==> run_1/m1.png <==
Scale bar: 20 um. Cells faint in the background.
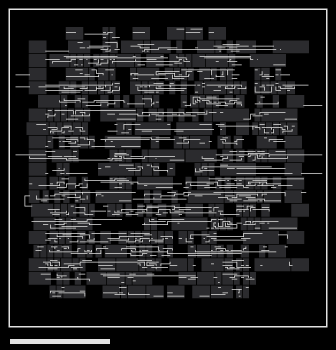
==> run_1/m2.png <==
Cells faint in the background.
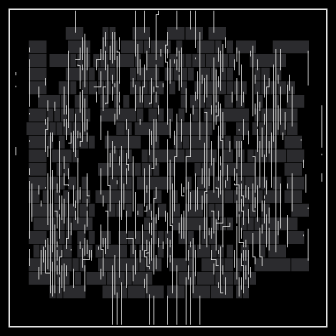
==> run_1/m3.png <==
Scale bar: 20 um. Cells faint in the background.
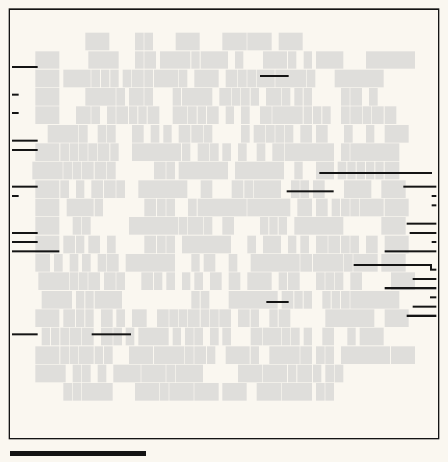
## src/rtl/lu_multi_op_if.sv

```systemverilog
// Operand/result bus for lu_multi_op. The optional parity signal exists only
// when LU_PARITY_EN is defined.
interface lu_multi_op_if #(
    parameter int WIDTH = 8,
    parameter int CNT_W = 8
);
    logic             in_valid;
    logic [WIDTH-1:0] a;
    logic [WIDTH-1:0] b;
    logic [2:0]       op;
    logic             acc_mode;
    logic             acc_clear;
    logic             out_valid;
    logic [WIDTH-1:0] s;
    logic             zero;
    logic [CNT_W-1:0] op_count;
`ifdef LU_PARITY_EN
    logic             parity;

    modport master (
        output in_valid, a, b, op, acc_mode, acc_clear,
        input  out_valid, s, zero, op_count, parity
    );
    modport slave (
        input  in_valid, a, b, op, acc_mode, acc_clear,
        output out_valid, s, zero, op_count, parity
    );
`else
    modport master (
        output in_valid, a, b, op, acc_mode, acc_clear,
        input  out_valid, s, zero, op_count
    );
    modport slave (
        input  in_valid, a, b, op, acc_mode, acc_clear,
        output out_valid, s, zero, op_count
    );
`endif
endinterface

```

## src/rtl/lu_multi_op.sv

```systemverilog
// Registered 8-op bitwise logic unit with accumulate, zero flag and wrapping
// op counter. Define LU_PARITY_EN to add the registered parity output.
module lu_lane (
    input  logic [2:0] op,
    input  logic       a,
    input  logic       b,
    output logic       f
);
    always_comb begin
        f = 1'b0;
        case (op)
            3'b000: f = a | b;
            3'b001: f = ~(a | b);
            3'b010: f = a & b;
            3'b011: f = ~(a & b);
            3'b100: f = a ^ b;
            3'b101: f = ~(a ^ b);
            3'b110: f = ~a;
            3'b111: f = a;
            default: f = 1'b0;
        endcase
    end
endmodule

module lu_multi_op #(
    parameter int WIDTH = 8,
    parameter int CNT_W = 8
) (
    input  logic          clk,
    input  logic          reset,
    lu_multi_op_if.slave  bus
);
    logic [WIDTH-1:0] s_q;
    logic [WIDTH-1:0] op_a;
    logic [WIDTH-1:0] f;
    logic             zero_q;
    logic             vld_q;
    logic [CNT_W-1:0] cnt_q;

    // Accumulate feeds back the pre-edge result, so chains apply one op per cycle.
    assign op_a = bus.acc_mode ? s_q : bus.a;

    for (genvar i = 0; i < WIDTH; i++) begin : g_lane
        lu_lane u_lane (
            .op (bus.op),
            .a  (op_a[i]),
            .b  (bus.b[i]),
            .f  (f[i])
        );
    end

    always_ff @(posedge clk) begin
        if (reset) begin
            s_q    <= '0;
            zero_q <= 1'b1;
            vld_q  <= 1'b0;
            cnt_q  <= '0;
        end else if (bus.acc_clear) begin
            s_q    <= '0;
            zero_q <= 1'b1;
            vld_q  <= 1'b0;
        end else if (bus.in_valid) begin
            s_q    <= f;
            zero_q <= (f == '0);
            vld_q  <= 1'b1;
            cnt_q  <= cnt_q + CNT_W'(1);
        end else begin
            vld_q  <= 1'b0;
        end
    end

`ifdef LU_PARITY_EN
    logic par_q;

    always_ff @(posedge clk) begin
        if (reset || bus.acc_clear)
            par_q <= 1'b0;
        else if (bus.in_valid)
            par_q <= ^f;
    end

    assign bus.parity = par_q;
`endif

    assign bus.s         = s_q;
    assign bus.zero      = zero_q;
    assign bus.out_valid = vld_q;
    assign bus.op_count  = cnt_q;
endmodule

```

## src/flat_wrapper.sv

```systemverilog
// flat-port wrapper written by rule: the top's interface ports become plain ports
module lu_multi_op_flat 
#(
    parameter int WIDTH = 8,
    parameter int CNT_W = 8
)
  (clk, reset, bus_in_valid, bus_a, bus_b, bus_op, bus_acc_mode, bus_acc_clear, bus_out_valid, bus_s, bus_zero, bus_op_count);
  lu_multi_op_if #(.WIDTH(WIDTH), .CNT_W(CNT_W)) bus_i ();
  input  logic clk;
  input  logic reset;
  input wire logic [$bits(bus_i.in_valid)-1:0] bus_in_valid;
  input wire logic [$bits(bus_i.a)-1:0] bus_a;
  input wire logic [$bits(bus_i.b)-1:0] bus_b;
  input wire logic [$bits(bus_i.op)-1:0] bus_op;
  input wire logic [$bits(bus_i.acc_mode)-1:0] bus_acc_mode;
  input wire logic [$bits(bus_i.acc_clear)-1:0] bus_acc_clear;
  output wire logic [$bits(bus_i.out_valid)-1:0] bus_out_valid;
  output wire logic [$bits(bus_i.s)-1:0] bus_s;
  output wire logic [$bits(bus_i.zero)-1:0] bus_zero;
  output wire logic [$bits(bus_i.op_count)-1:0] bus_op_count;
  assign bus_i.in_valid = bus_in_valid;
  assign bus_i.a = bus_a;
  assign bus_i.b = bus_b;
  assign bus_i.op = bus_op;
  assign bus_i.acc_mode = bus_acc_mode;
  assign bus_i.acc_clear = bus_acc_clear;
  assign bus_out_valid = bus_i.out_valid;
  assign bus_s = bus_i.s;
  assign bus_zero = bus_i.zero;
  assign bus_op_count = bus_i.op_count;
  lu_multi_op #(.WIDTH(WIDTH), .CNT_W(CNT_W)) u_core (.clk(clk), .reset(reset), .bus(bus_i));
endmodule
```

## config.mk

```make
export PLATFORM = sky130hd
export DESIGN_NAME = lu_multi_op_flat
export DESIGN_NICKNAME = d
export VERILOG_FILES = /design/src/rtl/lu_multi_op_if.sv /design/src/rtl/lu_multi_op.sv /design/src/flat_wrapper.sv
export SDC_FILE = /design/constraint.sdc
export NUM_CORES = 1
export LEC_CHECK = 0
export ABC_AREA = 1
export CORE_MARGIN = 3
export CORE_UTILIZATION = 54
export CTS_CLUSTER_DIAMETER = 60
export CTS_CLUSTER_SIZE = 8
export DETAILED_ROUTE_END_ITERATION = 10
export PLACE_DENSITY = 0.86
export SYNTH_ARGS = -nofsm -noshare
export SYNTH_HDL_FRONTEND = slang
export SYNTH_HIERARCHICAL = 1
export SYNTH_SLANG_ARGS = --single-unit
```

## constraint.sdc

```tcl
create_clock -name clk -period 4.71 [get_ports clk]
set_input_delay 1.1775 -clock clk [delete_from_list [all_inputs] [get_ports clk]]
set_output_delay 1.1775 -clock clk [all_outputs]
set_load 0.02 [all_outputs]
```

==> notes.md, run 1 <==
run metrics: outcome=finished clean, final core utilization=72.6%, # Post-CTS Setup Buffers=0, worst slew pin tran=1.22 ns, syn_area_per_cell=5.94 um^2, GRT Residual Overflow=0, CP Buf/Inv Count=2, crit path DAT=3.36 ns, vias in the first global route=1667, slew margin rel.=about a fifth, Flops after synth=18, dpl cell area=2210 um^2, VDD IR max=0.0781 mV, Post-synth EDFFs=0, drt drc=0, Top logic family=simple AND/OR/NAND/NOR gates, Total Power=383 uW, cell area after layout=2230 um^2, fp_density=57.3%, main flop type=dfxtp_1, GPL Wtd Cong=0.823, cycle use final=65.9%, Rows=20, Worst-Skew Late Latency=around 0.3 ns, final setup margin=1.61 ns, crit end category=flop, Log Warnings=34, pin count of the biggest net entering global routing=33, Post-Synthesis Cell Area=1760 um^2, WL final=3760 um, CP top delay family=buffers and inverters, via count=1850, Die Y=between 60 and 70 um, Iter 0 DRT Violations=93, PwrDens=171 nW/um^2, final hold violations=0, Fmax=about 320 MHz, synthesis area per yosys=1760 um^2, Synth mux share=4.47%, startpoint types=input pin, chip width=63.1 um, crit path cell chain=clkdlybuf4s50_1, mux2_2, inv_1, ha_1, nand2_2, nand3_1, nand3_1, nand2_1, nor3_1, nand4_1, nand2_1, post-layout min period=between 3 and 4 ns, final setup TNS=0 ns, gr usage total=19.7%, Post-Layout Cell Count=383, clock sink count=18, global-route wire length before repair=6690 um, placed insts=380, initial antenna violation count=0, Final nets=382, layout cells sized above 1=10.0%, post-detailed-placement half-perimeter wirelength=between 2000 and 3000 um, drt via density=between 4 and 5, Core ar.=3080 um^2, ANT nets after route=0, Root Buffer=clkbuf_4, Worst Hold Slack=0.483 ns
-- m1.png (at the start) --
- main direction: horizontal
- wire length on this layer: 1720 um
- longest straight run: 21.6 um
- nets with wire on the layer: 331
- share of all routed wire: 46%

-- m2.png (at the start) --
- longest straight run: 40.5 um
- share of all routed wire: 50%
- main direction: vertical
- wire length on this layer: 1870 um

-- m3.png (at the start) --
- wire length on this layer: 120 um
- share of all routed wire: 3.2%
- longest straight run: 16.3 um

run 1: registers in the layout, summed over array words and instances, names as in the netlist:
signal,cells
u_core/bus.out_valid,1
u_core/bus.op_count,8
u_core/bus.s,8
u_core/bus.zero,1
run 1: worst paths after layout:
| kind | from | endpoint | slack (ns) | cells past startpoint |
|---|---|---|---|---|
| max | bus_acc_mode | u_core/bus.zero$_SDFFE_PP1P_ | 1.61 | 11 |
| min | u_core/bus.s[2]$_SDFFE_PP0P_ | u_core/bus.s[2]$_SDFFE_PP0P_ | 0.48 | 2 |
| max reg2reg | u_core/bus.s[4]$_SDFFE_PP0P_ | u_core/bus.zero$_SDFFE_PP1P_ | 3.05 | 10 |
| min reg2reg | u_core/bus.s[2]$_SDFFE_PP0P_ | u_core/bus.s[2]$_SDFFE_PP0P_ | 0.48 | 2 |
run 1: where the power goes:
group	total [mW]	switching, mW	internal, mW
registers	0.161	0.00431	0.157
clock network	0.0777	0.0478	0.0299
logic	0.144	0.0793	0.0648
total	0.383	0.131	0.252
run 1: cell usage after synthesis, types with 2 or more instances:
library cell,number,area share [%]
nand2_2,8,2.8
inv_2,10,2.1
nand2_1,89,19
a21oi_1,13,3.7
nor3_1,2,0.57
dfxtp_1,18,20
nor2_2,2,0.71
ha_1,17,12
nand3_1,45,13
inv_1,56,12
o21ai_0,3,0.85
nor2_1,19,4.0
mux2_2,7,4.5
run 1: logic make-up (layout without fill, tap and decap cells):
| family | count (synthesis) | count (layout) |
|---|---|---|
| AND-OR/OR-AND | 16 | 16 |
| multiplexers | 7 | 7 |
| AND/OR/NAND/NOR | 171 | 171 |
| flip-flops | 18 | 18 |
| adder cells (fa/ha/maj) | 17 | 17 |
| buffers and inverters | 68 | 110 |
run 1: area by class of cell:
cell class	count	area, um^2	share of cell area (%)
Sequential cell	18	360	16.1
Clock buffer	3	22.5	1.01
Multi-Input combinational cell	211	1140	51.0
Timing Repair Buffer	41	410	18.4
Inverter	66	248	11.1
Tap cell	44	55.1	2.46
run 1: worst reg2reg max path, stage by stage (launching register included):
cell and delay, ns:
dfxtp_1 0.35, mux2_2 0.28, inv_1 0.07, ha_1 0.23, nand2_2 0.08, nand3_1 0.07, nand3_1 0.10, nand2_1 0.07
nor3_1 0.20, nand4_1 0.10, nand2_1 0.06
run 1: layer usage:
layer	vias to the layer above	GRT usage, %	share of wire, %
li1	995	-	-
met1	821	24.0	46
met2	29	36.2	50
met3	5	1.96	3.2
met4	0	5.79	1.4
met5	-	0	0
==> run_1/placed.png <==
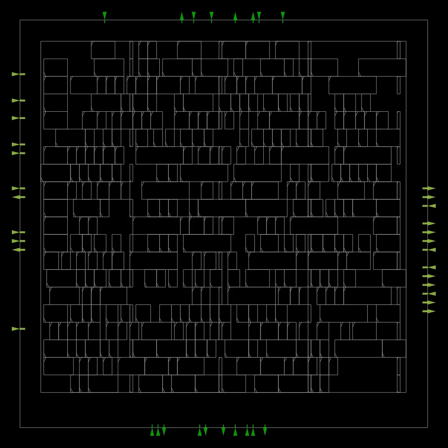

==> run 1 -> run 2 <==
- CORE_UTILIZATION: 54 -> 45
- PLACE_DENSITY: 0.86 -> 0.76
- clock period: 4.71 -> 2.57 ns (I/O delays scaled with it)
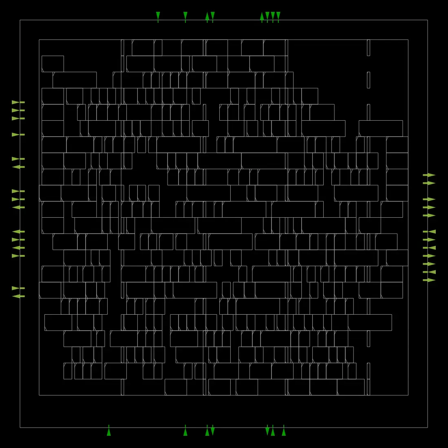
(run_2/placed.png)
# Taps: 48
final core utilization: 63.7%
Rows: 22
Post-Layout Cell Count: 399
flop count: 18

==> run 2 against run 1 <==
Critical path depth increased by 1; final cell count increased by 4.2%; synthesized cell count unchanged; synthesized area unchanged; sequential share of layout area decreased by 0.90 points; non-clock buffer count increased by 11; worst setup slack got worse by 1.5 ns; count of clock-buffer cells in the layout increased by 1; sequential power increased by 84%; die area increased by 18%; flip-flop count unchanged; cell area increased by 5.9%; largest power group unchanged; highest routed layer unchanged.
==> notes.md, run 2 <==
run metrics: flop2flop setup slack=0.88 ns, VDD IR max=0.203 mV, largest area contributor in the synthesized netlist=dfxtp_1, vias in the first global route=1613, gr usage total=17.6%, Post-synth EDFFs=0, worst hold path startpoint=u_core/bus.s[2]$_SDFFE_PP0P_, Core ar.=3720 um^2, Synth top cells by count=89 x nand2_1, 56 x inv_1, 45 x nand3_1, layout cells sized above 1=about an eighth, Die Y=about 69 um, pin count of the biggest net entering global routing=33, final setup margin=0.143 ns, Post-Synthesis Cell Area=1760 um^2, ANT nets after route=0, CP Buf/Inv Count=3, chip width=68.6 um, fp_density=between 40% and 50%, worst slew pin tran=0.581 ns, outcome=finished clean, main flop type=dfxtp_1, crit path cell chain=clkdlybuf4s50_1, buf_4, mux2_2, inv_1, ha_1, nand2_2, nand3_1, nand3_1, nand2_1, nor3_1, nand4_1, nand2_1, initial antenna violation count=0, Final nets=393, Worst Hold Path Cells=2, cycle use final=94.5%, synth top area cells=dfxtp_1 20%, nand2_1 19%, nand3_1 13%, global-route wire length before repair=6570 um, PwrDens=343 nW/um^2, startpoint types=input pin, syn_area_per_cell=a little under 6 um^2, via count=slightly below 2000, hold worst-path end=u_core/bus.s[2]$_SDFFE_PP0P_, Root Buffer=clkbuf_8, post-layout min period=2.43 ns, Log Warnings=34, CP top delay family=buffers and inverters, GPL Wtd Cong=0.767
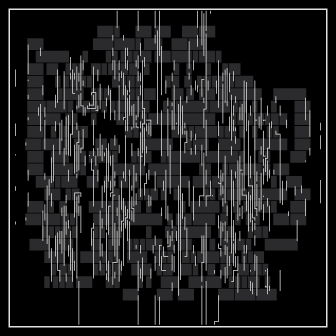
(run_2/m2.png)
Cells faint in the background.
- share of all routed wire: 47%
- main direction: vertical
- nets with wire on the layer: 308
- wire length on this layer: 1820 um
- longest straight run: 39.8 um

-- run 2: cell counts after synthesis --
No cell type changed its count.
-- run 2: area by class of cell --
class | instances | area, um^2 | share of cell area, %
timing repair buffer | 52 | 505 | 21.4
multi-input combinational | 211 | 1140 | 48.1
inverter | 66 | 248 | 10.5
tap | 48 | 60.1 | 2.54
clock buffer | 4 | 55.1 | 2.33
sequential | 18 | 360 | 15.2
-- run 2: kinds of logic (layout without fill, tap and decap cells) --
family / count (synthesis) / count (layout) / synth area share, %
buffers and inverters: 68 / 122 / 15.0
AND-OR/OR-AND: 16 / 16 / 4.54
multiplexers: 7 / 7 / 4.47
AND/OR/NAND/NOR: 171 / 171 / 43.5
adder cells (fa/ha/maj): 17 / 17 / 12.1
flip-flops: 18 / 18 / 20.4
-- run 2: power breakdown --
group	switching [mW]	internal (mW)	total [mW]
Clock	0.0969	0.136	0.233
Sequential	0.00813	0.288	0.296
Combinational	0.150	0.133	0.284
Total	0.255	0.557	0.813
-- run 2: how the worst max path moves through the flow --
stage            startpoint                      endpoint  slack [ns]  cells after the start
2_1_floorplan  bus_acc_mode  u_core/bus.zero$_SDFFE_PP1P_        0.48                     11
3_3_place_gp   bus_acc_mode  u_core/bus.zero$_SDFFE_PP1P_       -0.11                     12
3_5_place_dp   bus_acc_mode  u_core/bus.zero$_SDFFE_PP1P_       -0.13                     12
4_1_cts        bus_acc_mode  u_core/bus.zero$_SDFFE_PP1P_        0.13                     12
5_1_grt        bus_acc_mode  u_core/bus.s[0]$_SDFFE_PP0P_       0.004                     12
6_report       bus_acc_mode  u_core/bus.zero$_SDFFE_PP1P_        0.14                     12
-- run 2: stage by stage --
| stage | cells | utilization [%] | cell area (um^2) | setup TNS (ns) |
|---|---|---|---|---|
| 3_3_place_gp | 395 | 62.2 | 2310 | -0.431 |
| 3_5_place_dp | 395 | 62.2 | 2310 | -0.571 |
| 2_1_floorplan | 297 | - | 1760 | 0 |
| 6_report | 399 | 63.7 | 2370 | 0 |
| 4_1_cts | 399 | 63.7 | 2370 | 0 |
| 5_1_grt | 399 | 63.7 | 2370 | 0 |
-- run 2: worst reg2reg max path, delay by kind of cell (launching register included) --
kind                     cells  cell delay, ns
flip-flops                   1            0.33
AND/OR/NAND/NOR              7            0.71
buffers and inverters        1            0.08
multiplexers                 1            0.28
adder cells (fa/ha/maj)      1            0.24
-- run 2: per-layer routing --
layer / routed length [um] / up-vias / share of wire, % / track usage (%)
met2: 1820 / 49 / 47 / 31.0
met4: 21 / 0 / 0.54 / 3.72
met5: 0 / - / 0 / 0
li1: - / 1022 / - / -
met1: 1840 / 852 / 48 / 22.7
met3: 177 / 4 / 4.6 / 2.43
No activity file was given, so power comes from the tool's default toggle rates.
